==> images/congestion_map.png <==
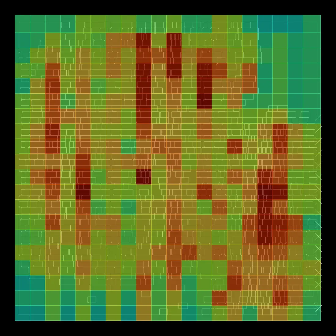
==> images/layers.png <==
The bar under the picture is 50 microns long.
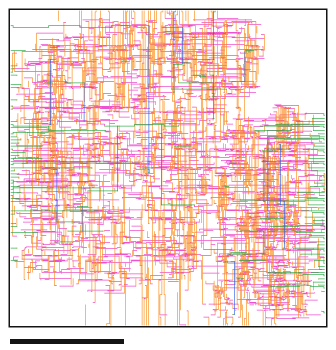
==> images/route_heat.png <==
The bar under the picture is 50 microns long. 28 x 28 tiles, from dark blue (low) to red (high), scaled to the fullest tile. Values are wire area over tile area, all layers added.
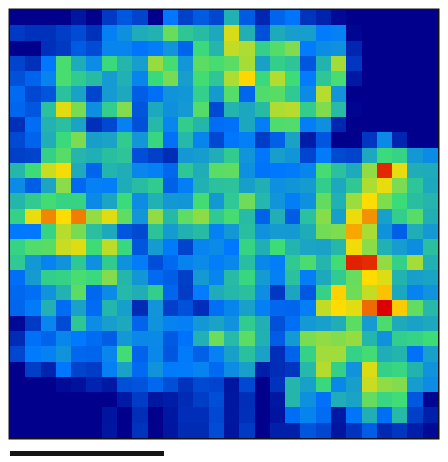
<file path="src/rtl/libdecode.sv">
// Shared decode helpers used across the front end.
package libdecode;

    // Compressed instructions are identified by their two low opcode bits.
    function automatic logic is_inst_rvc(input logic [15:0] hw);
        return hw[1:0] != 2'b11;
    endfunction

endpackage

</file>
<file path="src/rtl/liborv32s.sv">
// Front-end types: halfword indexing within a fetch line and instruction length.
package liborv32s;

    import libdecode::*;

    typedef logic [1:0] hw_idx_t;

    localparam int unsigned HwPerLine = 4;

    // Instruction length in halfwords: 1 for RVC, 2 for RV32.
    function automatic logic [2:0] inst_len_hw(input logic [15:0] hw);
        return is_inst_rvc(hw) ? 3'd1 : 3'd2;
    endfunction

endpackage

</file>
<file path="src/rtl/inst_align.sv">
// Extracts the instruction at a halfword index from the head line, borrowing
// the first halfword of the next line when an RV32 straddles the boundary.
module inst_align
    import liborv32s::*;
#(
    parameter int unsigned LINEWIDTH = 64
) (
    input  logic [LINEWIDTH-1:0] i_head_line,
    input  logic [15:0]          i_next_hw,
    input  hw_idx_t              i_hw_ptr,
    output logic [31:0]          o_inst,
    output logic [2:0]           o_size,
    output logic                 o_span
);

    logic [15:0] w_lo;
    logic [15:0] w_hi;

    always_comb begin
        w_lo = '0;
        w_hi = '0;
        unique case (i_hw_ptr)
            2'd0: begin w_lo = i_head_line[15:0];  w_hi = i_head_line[31:16]; end
            2'd1: begin w_lo = i_head_line[31:16]; w_hi = i_head_line[47:32]; end
            2'd2: begin w_lo = i_head_line[47:32]; w_hi = i_head_line[63:48]; end
            2'd3: begin w_lo = i_head_line[63:48]; w_hi = i_next_hw;          end
            default: ;
        endcase
    end

    always_comb begin
        o_size = inst_len_hw(w_lo);
        o_inst = (o_size == 3'd1) ? {16'h0000, w_lo} : {w_hi, w_lo};
        o_span = (i_hw_ptr == 2'd3) && (o_size == 3'd2);
    end

endmodule

</file>
<file path="src/rtl/inst_buffer.sv">
// Fetch-line FIFO feeding decode one RV32/RVC instruction per cycle, with
// line-straddling RV32 support, flush/redirect and stall hold.
module inst_buffer
    import liborv32s::*;
#(
    parameter int unsigned LINEWIDTH = 64,
    parameter int unsigned DEPTH     = 2,
    parameter logic [31:0] BOOT_ADDR = 32'h0000_0000
) (
    input  logic                 clk,
    input  logic                 rst,
    input  logic [LINEWIDTH-1:0] fetch_data_i,
    input  logic                 fetch_valid_i,
    output logic                 fetch_ready_o,
    input  logic                 flush_i,
    input  logic [31:0]          redirect_pc_i,
    input  logic                 stall,
    output logic [31:0]          inst_o,
    output logic                 inst_valid_o,
    output logic [31:0]          inst_pc_o
);

    localparam int unsigned PtrW = $clog2(DEPTH);
    localparam int unsigned CntW = $clog2(DEPTH + 1);

    logic [LINEWIDTH-1:0] r_mem [DEPTH];
    logic [PtrW-1:0]      r_rd_ptr;
    logic [PtrW-1:0]      r_wr_ptr;
    logic [CntW-1:0]      r_count;
    hw_idx_t              r_hw_ptr;
    logic [31:0]          r_pc;

    logic [PtrW-1:0] w_next_ptr;
    logic [31:0]     w_inst;
    logic [2:0]      w_size;
    logic            w_span;
    logic            w_valid;
    logic            w_push;
    logic            w_pop;
    logic            w_consume;
    logic [2:0]      w_hw_sum;

    assign w_next_ptr = r_rd_ptr + PtrW'(1);

    inst_align #(
        .LINEWIDTH (LINEWIDTH)
    ) u_inst_align (
        .i_head_line (r_mem[r_rd_ptr]),
        .i_next_hw   (r_mem[w_next_ptr][15:0]),
        .i_hw_ptr    (r_hw_ptr),
        .o_inst      (w_inst),
        .o_size      (w_size),
        .o_span      (w_span)
    );

    always_comb begin
        // A straddling RV32 needs the following line before it can issue.
        w_valid       = (r_count != '0) && !flush_i && (!w_span || (r_count >= CntW'(2)));
        inst_valid_o  = w_valid;
        inst_o        = w_valid ? w_inst : 32'h0;
        inst_pc_o     = r_pc;
        fetch_ready_o = rst && (r_count < CntW'(DEPTH)) && !flush_i;
        w_push        = fetch_valid_i && fetch_ready_o;
        w_consume     = w_valid && !stall;
        w_hw_sum      = {1'b0, r_hw_ptr} + w_size;
        w_pop         = w_consume && w_hw_sum[2];
    end

    always_ff @(posedge clk or negedge rst) begin
        if (!rst) begin
            for (int i = 0; i < int'(DEPTH); i++) begin
                r_mem[i] <= '0;
            end
        end else if (w_push) begin
            r_mem[r_wr_ptr] <= fetch_data_i;
        end
    end

    always_ff @(posedge clk or negedge rst) begin
        if (!rst) begin
            r_rd_ptr <= '0;
            r_wr_ptr <= '0;
            r_count  <= '0;
        end else if (flush_i) begin
            r_rd_ptr <= '0;
            r_wr_ptr <= '0;
            r_count  <= '0;
        end else begin
            if (w_push) begin
                r_wr_ptr <= r_wr_ptr + PtrW'(1);
            end
            if (w_pop) begin
                r_rd_ptr <= w_next_ptr;
            end
            if (w_push && !w_pop) begin
                r_count <= r_count + CntW'(1);
            end else if (!w_push && w_pop) begin
                r_count <= r_count - CntW'(1);
            end
        end
    end

    always_ff @(posedge clk or negedge rst) begin
        if (!rst) begin
            r_hw_ptr <= BOOT_ADDR[2:1];
            r_pc     <= BOOT_ADDR;
        end else if (flush_i) begin
            r_hw_ptr <= redirect_pc_i[2:1];
            r_pc     <= {redirect_pc_i[31:1], 1'b0};
        end else if (w_consume) begin
            r_hw_ptr <= w_hw_sum[1:0];
            r_pc     <= r_pc + 32'({w_size, 1'b0});
        end
    end

endmodule

</file>
<file path="config.mk">
export PLATFORM = sky130hd
export DESIGN_NAME = inst_buffer
export DESIGN_NICKNAME = d
export VERILOG_FILES = /design/src/rtl/libdecode.sv /design/src/rtl/liborv32s.sv /design/src/rtl/inst_align.sv /design/src/rtl/inst_buffer.sv
export SDC_FILE = /design/constraint.sdc
export NUM_CORES = 1
export LEC_CHECK = 0
export CAP_MARGIN = 20
export CORE_MARGIN = 1.5
export CORE_UTILIZATION = 48
export DETAILED_ROUTE_END_ITERATION = 7
export PLACE_DENSITY = 0.77
export SYNTH_ARGS = -nofsm -noshare
export SYNTH_HDL_FRONTEND = slang
export SYNTH_SLANG_ARGS = --single-unit
</file>
<file path="constraint.sdc">
create_clock -name clk -period 3 [get_ports clk]
set_input_delay 0.6 -clock clk [delete_from_list [all_inputs] [get_ports clk]]
set_output_delay 0.6 -clock clk [all_outputs]
set_load 0.01 [all_outputs]
</file>
==> job_summary.md <==
## PnR job results

| Metric | Value |
|---|---|
| Slowest Stage Delay on Critical Path | roughly 0.52 ns |
| Worst Hold Class | in2async |
| Fmax | between 0.3 and 0.4 GHz |
| Post-synth ARST share | 1.00 |
| Number of flops mapped to enable cells by yosys | 0 |
| TNS Setup | -2.01 ns |
| CTS tree | built |
| Status | finished, violations left |
| Drt pass-1 iters | 8 |
| Sequential share of cell area | 0.343 |
| Worst path slowest cell | dfrtp_4 |
| Maximum vdd drop | 0.000434 V |
| Commonest Layout Cell | dfrtp_1 |
| AO/OA Area Share | 0.0530 |
| Root buffer cell | clkbuf_16 |
| First-pass GRT wire length | 35900 microns |
| Post-place instance area | 0.0111 sq mm |
| M1 GR Usage | 0.301 |
| Critical R2R Launch | r_rd_ptr$_DFFE_PN0P_ |
| CP bufs+invs | 3 |
| Post-Syn Nets | 802 |
| # Taps | about 230 |
| Final hold viol count | 0 |
| Commonest cells in the netlist | 165 x dfrtp_1, 129 x mux2_2, 54 x nor2_1 |
| CTS Hold Bufs | 0 |
| Sequential Power Share | 0.419 |
| PnR worst setup slack | -0.120 ns |
| Logic share of the area | 0.399 |
| Uppermost routed layer | met4 |
| Floorplan utilization | 0.492 |
| DRT iter0 DRCs | 426 |
| Post-synth top area share | 0.464 |
| Launch point of the worst path | r_rd_ptr$_DFFE_PN0P_ |
| Failing checks | DRC, setup timing |
| Number of max-cap violations | 0 |
| Top cells excl fill/tap | 162 x dfrtp_1, 130 x clkdlybuf4s50_1, 128 x mux2_2 |
| Synth top cell by count | dfrtp_1 |
| Leakage power | 5.03 nW |
| Non-clock inverter count in the final layout | 12 |
| WP depth | 8 |
| Buffering overhead | 0.182 |
| # DRC | 16 |
| Via density | slightly below 6 |
| Final hold slack | roughly 0.28 ns |
| Crit Path Max Fanout | 6 |
| YS warnings | 0 |
| RePlAce Congestion | 0.811 |
| CTS resizes | ~200 |
| Pwr top | registers |
| Prevailing post-synth register cell | dfrtp_1 |
| Delay-heaviest family, CP | multiplexers |
| Arrival @ worst endpoint | between 2 and 3 ns |
| Synthesized area | 0.00890 sq mm |
| Critical Path Start Type | flop |
| Metal3 WL | 1480 microns |
| CP required | between 2 and 2.5 ns |
| Final Critical Period | approximately 3.1 ns |
| Non-CTS buffers | 225 |
| Adder share | 0.00646 |
| Clock tree cell share of total cell area | 0.0487 |
| PortBufs | 164 |
| Setup violators final | 34 |
About congestion_map.png:
Total GRT Usage: 0.236
GR Util met3: 0.0573
met2 usage: 0.391
Top Usage Layer GRT: met2

About layers.png:
legend:
  green:
    layer: M3
    wire_length: 1480 microns
  orange:
    layer: M2
    wire_length: 11000 microns
  blue:
    layer: M4
    wire_length: 450 microns
  magenta:
    layer: M1
    wire_length: 9170 microns
final wirelength: 22100 microns
drt wl/cell: 19.5 microns
total number of vias: 6599

About route_heat.png:
emptiest ninth of the die: top right
fullest tile: 0.59
mean over tiles: 0.18

Power figures rest on the tool's default switching activity, not on a simulated workload.
